Metal 1:
The bar under the picture is 100 µm long. Supply wires on this layer in grey.
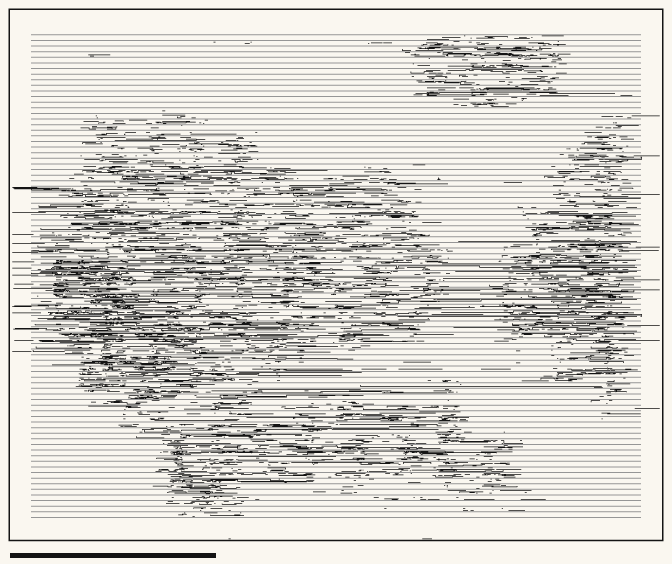
The metal 2 layer:
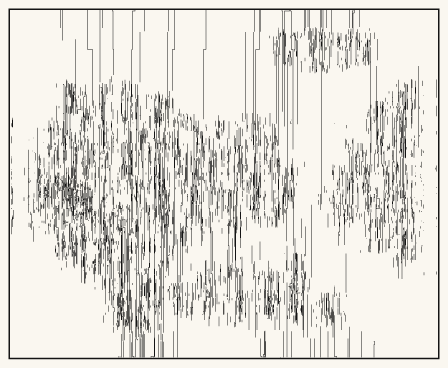
M3 wires:
The bar under the picture is 100 µm long.
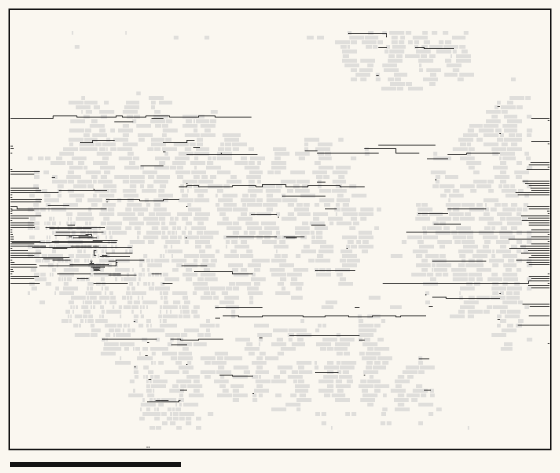
**config.mk**
```make
export PLATFORM = sky130hd
export DESIGN_NAME = inst_fetch_flat
export DESIGN_NICKNAME = d
export VERILOG_FILES = /design/src/rtl/inst_fetch_if.sv /design/src/rtl/inst_fetch.sv /design/src/flat_wrapper.sv
export SDC_FILE = /design/constraint.sdc
export NUM_CORES = 1
export LEC_CHECK = 0
export ABC_CLOCK_PERIOD_IN_PS = 3700
export CAP_MARGIN = 20
export CORE_ASPECT_RATIO = 0.8
export CORE_MARGIN = 10
export CORE_UTILIZATION = 27
export CTS_BUF_LIST = sky130_fd_sc_hd__clkbuf_4
export CTS_CLUSTER_DIAMETER = 30
export CTS_CLUSTER_SIZE = 16
export DETAILED_ROUTE_END_ITERATION = 6
export SLEW_MARGIN = 20
export SYNTH_ARGS = -nofsm -noshare
export SYNTH_HDL_FRONTEND = slang
export SYNTH_SLANG_ARGS = --single-unit
```
**constraint.sdc**
```tcl
create_clock -name clk -period 3.7 [get_ports clk]
set_input_delay 0.74 -clock clk [delete_from_list [all_inputs] [get_ports clk]]
set_output_delay 0.74 -clock clk [all_outputs]
set_load 0.05 [all_outputs]
```
**src/rtl/inst_fetch_if.sv**
```systemverilog
// Instruction fetch bus bundle: memory request/response channel, redirect
// input and the instruction stream toward the core.
interface inst_fetch_if #(
    parameter int unsigned DATA_WIDTH = 32
);
    logic                  mem_req;
    logic [DATA_WIDTH-1:0] mem_addr;
    logic                  mem_gnt;
    logic                  mem_rvalid;
    logic [DATA_WIDTH-1:0] mem_rdata;
    logic                  redirect;
    logic [DATA_WIDTH-1:0] redirect_pc;
    logic                  inst_valid;
    logic                  inst_ready;
    logic [DATA_WIDTH-1:0] inst;
    logic [DATA_WIDTH-1:0] inst_address;

    modport master (
        output mem_req, mem_addr, inst_valid, inst, inst_address,
        input  mem_gnt, mem_rvalid, mem_rdata, redirect, redirect_pc, inst_ready
    );

    modport slave (
        input  mem_req, mem_addr, inst_valid, inst, inst_address,
        output mem_gnt, mem_rvalid, mem_rdata, redirect, redirect_pc, inst_ready
    );
endinterface

```
**src/rtl/inst_fetch.sv**
```systemverilog
// Instruction fetch unit: issues in-order memory requests, buffers responses
// with their addresses in a FIFO and flushes the stream on redirect.
module inst_fetch #(
    parameter int unsigned          DATA_WIDTH = 32,
    parameter int unsigned          DEPTH      = 4,
    parameter logic [DATA_WIDTH-1:0] RESET_PC  = '0
) (
    input logic          clk,
    input logic          rst,
    inst_fetch_if.master bus
);
    localparam int unsigned PW = (DEPTH > 1) ? $clog2(DEPTH) : 1;
    localparam int unsigned CW = $clog2(DEPTH + 1);
    localparam int unsigned SW = CW + 2;

    typedef logic [PW-1:0] ptr_t;
    typedef logic [CW-1:0] cnt_t;
    typedef logic [SW-1:0] sum_t;

    logic [DATA_WIDTH-1:0] pc_q, pc_d;
    ptr_t                  wr_q, wr_d, rd_q, rd_d;
    ptr_t                  aqw_q, aqw_d, aqr_q, aqr_d;
    cnt_t                  count_q, count_d, out_q, out_d, disc_q, disc_d;
    logic [DATA_WIDTH-1:0] data_q  [DEPTH];
    logic [DATA_WIDTH-1:0] iaddr_q [DEPTH];
    logic [DATA_WIDTH-1:0] aq_q    [DEPTH];

    sum_t inflight, pending;
    logic accept, rsp_drop, rsp_keep, pop;

    always_comb begin
        pending  = sum_t'(out_q) + sum_t'(disc_q);
        inflight = pending + sum_t'(count_q);
    end

    // Stale responses still in flight after a redirect reserve buffer space too.
    assign bus.mem_req      = rst && !bus.redirect && (inflight < sum_t'(DEPTH));
    assign bus.mem_addr     = pc_q;
    assign bus.inst_valid   = (count_q != '0);
    assign bus.inst         = data_q[rd_q];
    assign bus.inst_address = iaddr_q[rd_q];

    assign accept   = bus.mem_req && bus.mem_gnt;
    assign rsp_drop = bus.mem_rvalid && (disc_q != '0);
    assign rsp_keep = bus.mem_rvalid && (disc_q == '0) && (out_q != '0);
    assign pop      = bus.inst_valid && bus.inst_ready;

    always_comb begin
        pc_d    = pc_q;
        wr_d    = wr_q;
        rd_d    = rd_q;
        aqw_d   = aqw_q;
        aqr_d   = aqr_q;
        count_d = count_q;
        out_d   = out_q;
        disc_d  = disc_q;

        if (accept) begin
            pc_d  = pc_q + DATA_WIDTH'(4);
            aqw_d = aqw_q + 1'b1;
            out_d = out_q + 1'b1;
        end
        if (rsp_keep) begin
            aqr_d = aqr_q + 1'b1;
            wr_d  = wr_q + 1'b1;
            out_d = out_d - 1'b1;
        end
        if (rsp_drop) begin
            disc_d = disc_q - 1'b1;
        end
        if (pop) begin
            rd_d = rd_q + 1'b1;
        end
        case ({rsp_keep, pop})
            2'b10:   count_d = count_q + 1'b1;
            2'b01:   count_d = count_q - 1'b1;
            default: count_d = count_q;
        endcase

        // A response arriving in the redirect cycle is already stale.
        if (bus.redirect) begin
            pc_d    = {bus.redirect_pc[DATA_WIDTH-1:2], 2'b00};
            wr_d    = '0;
            rd_d    = '0;
            aqw_d   = '0;
            aqr_d   = '0;
            count_d = '0;
            out_d   = '0;
            disc_d  = cnt_t'(pending - sum_t'(bus.mem_rvalid && (pending != '0)));
        end
    end

    always_ff @(posedge clk or negedge rst) begin
        if (!rst) begin
            pc_q    <= RESET_PC;
            wr_q    <= '0;
            rd_q    <= '0;
            aqw_q   <= '0;
            aqr_q   <= '0;
            count_q <= '0;
            out_q   <= '0;
            disc_q  <= '0;
            for (int unsigned i = 0; i < DEPTH; i++) begin
                data_q[i]  <= '0;
                iaddr_q[i] <= '0;
                aq_q[i]    <= '0;
            end
        end else begin
            pc_q    <= pc_d;
            wr_q    <= wr_d;
            rd_q    <= rd_d;
            aqw_q   <= aqw_d;
            aqr_q   <= aqr_d;
            count_q <= count_d;
            out_q   <= out_d;
            disc_q  <= disc_d;
            if (accept) begin
                aq_q[aqw_q] <= pc_q;
            end
            if (rsp_keep && !bus.redirect) begin
                data_q[wr_q]  <= bus.mem_rdata;
                iaddr_q[wr_q] <= aq_q[aqr_q];
            end
        end
    end
endmodule
```
**src/flat_wrapper.sv**
```systemverilog
// flat-port wrapper written by rule: the top's interface ports become plain ports
module inst_fetch_flat 
#(
    parameter int unsigned          DATA_WIDTH = 32,
    parameter int unsigned          DEPTH      = 4,
    parameter logic [DATA_WIDTH-1:0] RESET_PC  = '0
)
  (clk, rst, bus_mem_req, bus_mem_addr, bus_inst_valid, bus_inst, bus_inst_address, bus_mem_gnt, bus_mem_rvalid, bus_mem_rdata, bus_redirect, bus_redirect_pc, bus_inst_ready);
  inst_fetch_if #(.DATA_WIDTH(DATA_WIDTH)) bus_i ();
  input logic clk;
  input logic rst;
  output wire logic [$bits(bus_i.mem_req)-1:0] bus_mem_req;
  output wire logic [$bits(bus_i.mem_addr)-1:0] bus_mem_addr;
  output wire logic [$bits(bus_i.inst_valid)-1:0] bus_inst_valid;
  output wire logic [$bits(bus_i.inst)-1:0] bus_inst;
  output wire logic [$bits(bus_i.inst_address)-1:0] bus_inst_address;
  input wire logic [$bits(bus_i.mem_gnt)-1:0] bus_mem_gnt;
  input wire logic [$bits(bus_i.mem_rvalid)-1:0] bus_mem_rvalid;
  input wire logic [$bits(bus_i.mem_rdata)-1:0] bus_mem_rdata;
  input wire logic [$bits(bus_i.redirect)-1:0] bus_redirect;
  input wire logic [$bits(bus_i.redirect_pc)-1:0] bus_redirect_pc;
  input wire logic [$bits(bus_i.inst_ready)-1:0] bus_inst_ready;
  assign bus_mem_req = bus_i.mem_req;
  assign bus_mem_addr = bus_i.mem_addr;
  assign bus_inst_valid = bus_i.inst_valid;
  assign bus_inst = bus_i.inst;
  assign bus_inst_address = bus_i.inst_address;
  assign bus_i.mem_gnt = bus_mem_gnt;
  assign bus_i.mem_rvalid = bus_mem_rvalid;
  assign bus_i.mem_rdata = bus_mem_rdata;
  assign bus_i.redirect = bus_redirect;
  assign bus_i.redirect_pc = bus_redirect_pc;
  assign bus_i.inst_ready = bus_inst_ready;
  inst_fetch #(.DATA_WIDTH(DATA_WIDTH), .DEPTH(DEPTH), .RESET_PC(RESET_PC)) u_core (.clk(clk), .rst(rst), .bus(bus_i));
endmodule
```
==> run summary <==
Results of the implementation run.

The number of inserted filler cells in the final layout came out at 6,759. In the post-synthesis netlist, the biggest area contributors are sky130_fd_sc_hd__dfrtp_1 (55%), sky130_fd_sc_hd__mux2_2 (18%), sky130_fd_sc_hd__mux4_2 (11%). The delay of the slowest critical-path stage is 0.40 ns.

The stage logs contain a warning count of between 40 and 50. The area growth from synthesis to layout is 23.03%. In the synthesized netlist the dominant register cell turns out to be sky130_fd_sc_hd__dfrtp_1.

The initial detailed-routing violation count is 686. The largest buffer count on any clock path came out at 3. The number of setup violations in the final report came out at 1. The data arrival time of the critical path is 3.08 ns. The number of antenna violations at the first check in global routing is 4. A synthesized cell averages ~15 µm². The flow ran to the end, but the final reports show violations. The max-slew headroom at the worst pin is 39.53%. The clock-pin transition on the worst setup and hold timing paths is 0.08 ns. The worst-path maximum fanout came out at 2. The cell area that synthesis handed to floorplanning was 18,930 µm². The achievable clock frequency is 0.2615 GHz.

The critical-path cell with the highest stage delay is sky130_fd_sc_hd__dfrtp_1. The wire length of the first global-routing pass is 76,250 µm. Per the cell usage report, the commonest logic cells after layout are sky130_fd_sc_hd__dfrtp_1 (411), sky130_fd_sc_hd__mux2_2 (301), sky130_fd_sc_hd__clkbuf_4 (104). The share of layout cells above drive strength 1 came out at 40.86%. Per the timing report, the most critical flop-to-flop path finishes at u_core.aq_q[2].

The transition time recorded at the tightest slew-check pin is 0.9071 ns. The final net count came out at 1,550. The worst ir drop on vdd came out at around 0.36 mV.

The count of input and output buffers came out at 161. The number of stages on the worst setup path is 9. TritonRoute reported its final design rule violation total as 0.

Counting I/O delays and the setup requirement, the final critical path takes 3.824 ns. On the critical path the largest part of the delay comes from adder cells. The via count of the first global-routing pass came out at approximately 13,000. For this design, Yosys synthesis ends with a cell count of around 1,200. The kind of critical path is flip-flop to output port. The final count of pins violating max slew is 0.

Clock tree synthesis inserted a total of 93 buffers. Per the OpenROAD floorplan log, the area of the core is 69,190 µm². The accumulated negative setup slack came out at -0.1236 ns.

The number of buffers and inverters on the critical path is 2. The checks that failed: negative setup slack. The I/O pin count came out at 168. The total clock sinks came out at 415.

The fraction of post-synthesis cell area in the top cell type by area came out at 54.85%. Setup repair after global routing could not meet its margin everywhere. The sequential cell area fraction in the yosys report is 54.85%. The global route stage reports its total congestion overflow as 0.

The post-route fraction of the period consumed by the critical path is 103.3%. The worst slack at placement is 0.1832 ns. The horizontal die dimension is about 320 µm. The report lists the cells along the critical path as ha_2 > inv_2 > fa_2 > xnor2_2 > ha_1 > nor4_4 > nand3_4 > nor2_4 > buf_12.

STA classifies the critical path endpoint as an output port. The count of flip-flops with a built-in enable after synthesis is 0. Counting flops with an async set or reset pin after synthesis yields a share of 100.0%. The routability congestion estimate is 0.8131. The total number of H-tree levels is 3. The post-detailed-placement half-perimeter wirelength came out at between 30,000 and 40,000 µm.

According to the floorplan report, the total die area is 81,180 µm². The number of cells traversed by the worst register-to-register path came out at 13. The count of distinct cell types in the synthesized netlist came out at 51. The power density over the cells came out at 633.1 nW/µm². The total routing resource utilization after global routing is 12.02%.

The startpoint identified for the worst register-to-register timing path is u_core.out_q[0]. The later pin in the worst-skew pair is clocked with a latency of 0.89 ns. The static leakage came out at approximately 0.011 µW. On the final layout, the worst clock skew is 0.08960 ns.

Hold is met by roughly 0.27 ns. Row generation in the floorplan step produced 86 rows. The minimum setup slack among reg-to-reg paths came out at 0.31 ns. The die span in y came out at 256.9 µm. The most frequent logic cell in the layout is sky130_fd_sc_hd__dfrtp_1. In the synthesized netlist, the number of instances is around 1,200. Before placement the cells fill 27.36% of the core.

The required time at the worst-slack endpoint is 2.96 ns. The remaining number of nets flagged by the antenna check after routing came out at 0. The worst hold-check path type is primary input to async pin. TritonCTS built the clock tree. The largest net degree at the start of global routing is 139. Using the TritonRoute via totals, the vias-per-cell ratio works out to around 4.7. The iteration count recorded for the first detailed-route pass is 5. The clock root buffer is sky130_fd_sc_hd__clkbuf_4. The final setup slack of the worst path is -0.1236 ns. Endpoints failing hold in the final report were tallied at 0. The number of maximum-capacitance violations is 0. The total of flip-flops plus latches after synthesis came out at 415.
About 'metal 1':
The longest straight run is 117 µm. The layer carries 22.4 mm of wire. The layer holds 45% of the routed length. 1,432 nets have wire on it.
routed vias: 11,560
met1 Use GR: 15.72%

About 'the metal 2 layer':
The layer carries 22.9 mm of wire. The layer holds 46% of the routed length.
total wire length after detailed routing: 49,360 µm
met2 routing resource usage after global routing: 18.87%

About 'M3 wires':
The wires run mostly horizontal. 143 nets have wire on it. The longest straight run is 85.3 µm. The layer holds 6.4% of the routed length.
met3 Use GR: 3.813%

[state kept, by name, summed over array words and instances, names as in the netlist]
| signal | count |
|---|---|
| u_core.iaddr_q | 120 |
| u_core.aqr_q | 2 |
| u_core.wr_q | 2 |
| u_core.aq_q | 120 |
| u_core.bus.mem_addr | 30 |
| u_core.aqw_q | 2 |
| u_core.disc_q | 3 |
| u_core.out_q | 3 |
| u_core.rd_q | 2 |
| u_core.data_q | 128 |
| u_core.count_q | 3 |
[report_power, final]
part	total [µW]	switching, µW	internal (µW)
logic	4430	2600	1830
clock network	4530	2100	2430
registers	5780	530	5250
total	14700	5230	9520
[per-layer routing]
metal / share of wire (%) / global-route usage (%)
met5: 0 / 0
met4: 2.0 / 3.378
met3: 6.4 / 3.813
met2: 46 / 18.87
met1: 45 / 15.72
[cells in the mapped netlist (9+ instances only)]
cell                       count
sky130_fd_sc_hd__mux2_1       70
sky130_fd_sc_hd__o21ai_0      20
sky130_fd_sc_hd__mux2_2      301
sky130_fd_sc_hd__a221o_1      13
sky130_fd_sc_hd__inv_1        16
sky130_fd_sc_hd__a21oi_1       9
sky130_fd_sc_hd__dfrtp_1     415
sky130_fd_sc_hd__nor2_1       21
sky130_fd_sc_hd__mux4_2       92
sky130_fd_sc_hd__nor3_1       13
sky130_fd_sc_hd__ha_1         21
sky130_fd_sc_hd__buf_4        16
sky130_fd_sc_hd__nand2_1      36
sky130_fd_sc_hd__xnor2_1      10
sky130_fd_sc_hd__clkbuf_1     25
sky130_fd_sc_hd__nand3_1      24
sky130_fd_sc_hd__buf_2        47
sky130_fd_sc_hd__and3_1       11
[kinds of logic (layout without fill, tap and decap cells)]
group | after synthesis | count (layout) | share of synthesized area (%)
and+or+nand+nor | 144 | 144 | 4.117
muxes | 468 | 468 | 33.27
DFF | 415 | 415 | 54.85
other | 1 | 12 | 0.01981
AOI/OAI and AO/OA | 68 | 68 | 2.558
xor gates and xnor gates | 17 | 17 | 0.7864
adders and majority gates | 23 | 23 | 1.599
buffers and inverters | 109 | 393 | 2.795
[final cells by class]
cell class	count	area, µm²	area share (%)
Sequential cell	415	10400	44.63
Multi-Input combinational cell	724	8090	34.73
Timing Repair Buffer	207	2046	8.782
Tap cell	924	1156	4.963
Clock buffer	104	780.7	3.352
Clock inverter	66	745.7	3.201
Inverter	16	60.06	0.2578
Antenna cell	8	20.02	0.08594
[what timing repair did]
action                                  in CTS  in global routing
cloned                                       0                  0
endpoints found under the hold margin       23                  0
pin swaps                                    7                  0
setup buffers                                6                  0
endpoints found under the setup margin      54                  5
gates resized                               63                  4
hold buffers                                 1                  0
[stage by stage]
step	utilization, %	instance area [µm²]	total power (µW)	cells
after floorplan	-	18940	8791	1248
after global placement	31.38	21710	10340	2279
after detailed placement	31.38	21710	10470	2279
after CTS	33.62	23260	15010	2456
after global routing	33.67	23290	15580	2464
final	33.67	23290	14750	2464
[how the worst max path moves through the flow]
stage / startpoint / end
floorplan: u_core.out_q[0] / bus_mem_req
global placement: u_core.out_q[0] / u_core.aq_q[6]
detailed placement: u_core.out_q[0] / u_core.aq_q[12]
CTS: u_core.out_q[0] / bus_mem_req
global route: u_core.out_q[0] / bus_mem_req
finish: u_core.out_q[0] / bus_mem_req
No activity file was given, so power comes from the tool's default toggle rates.
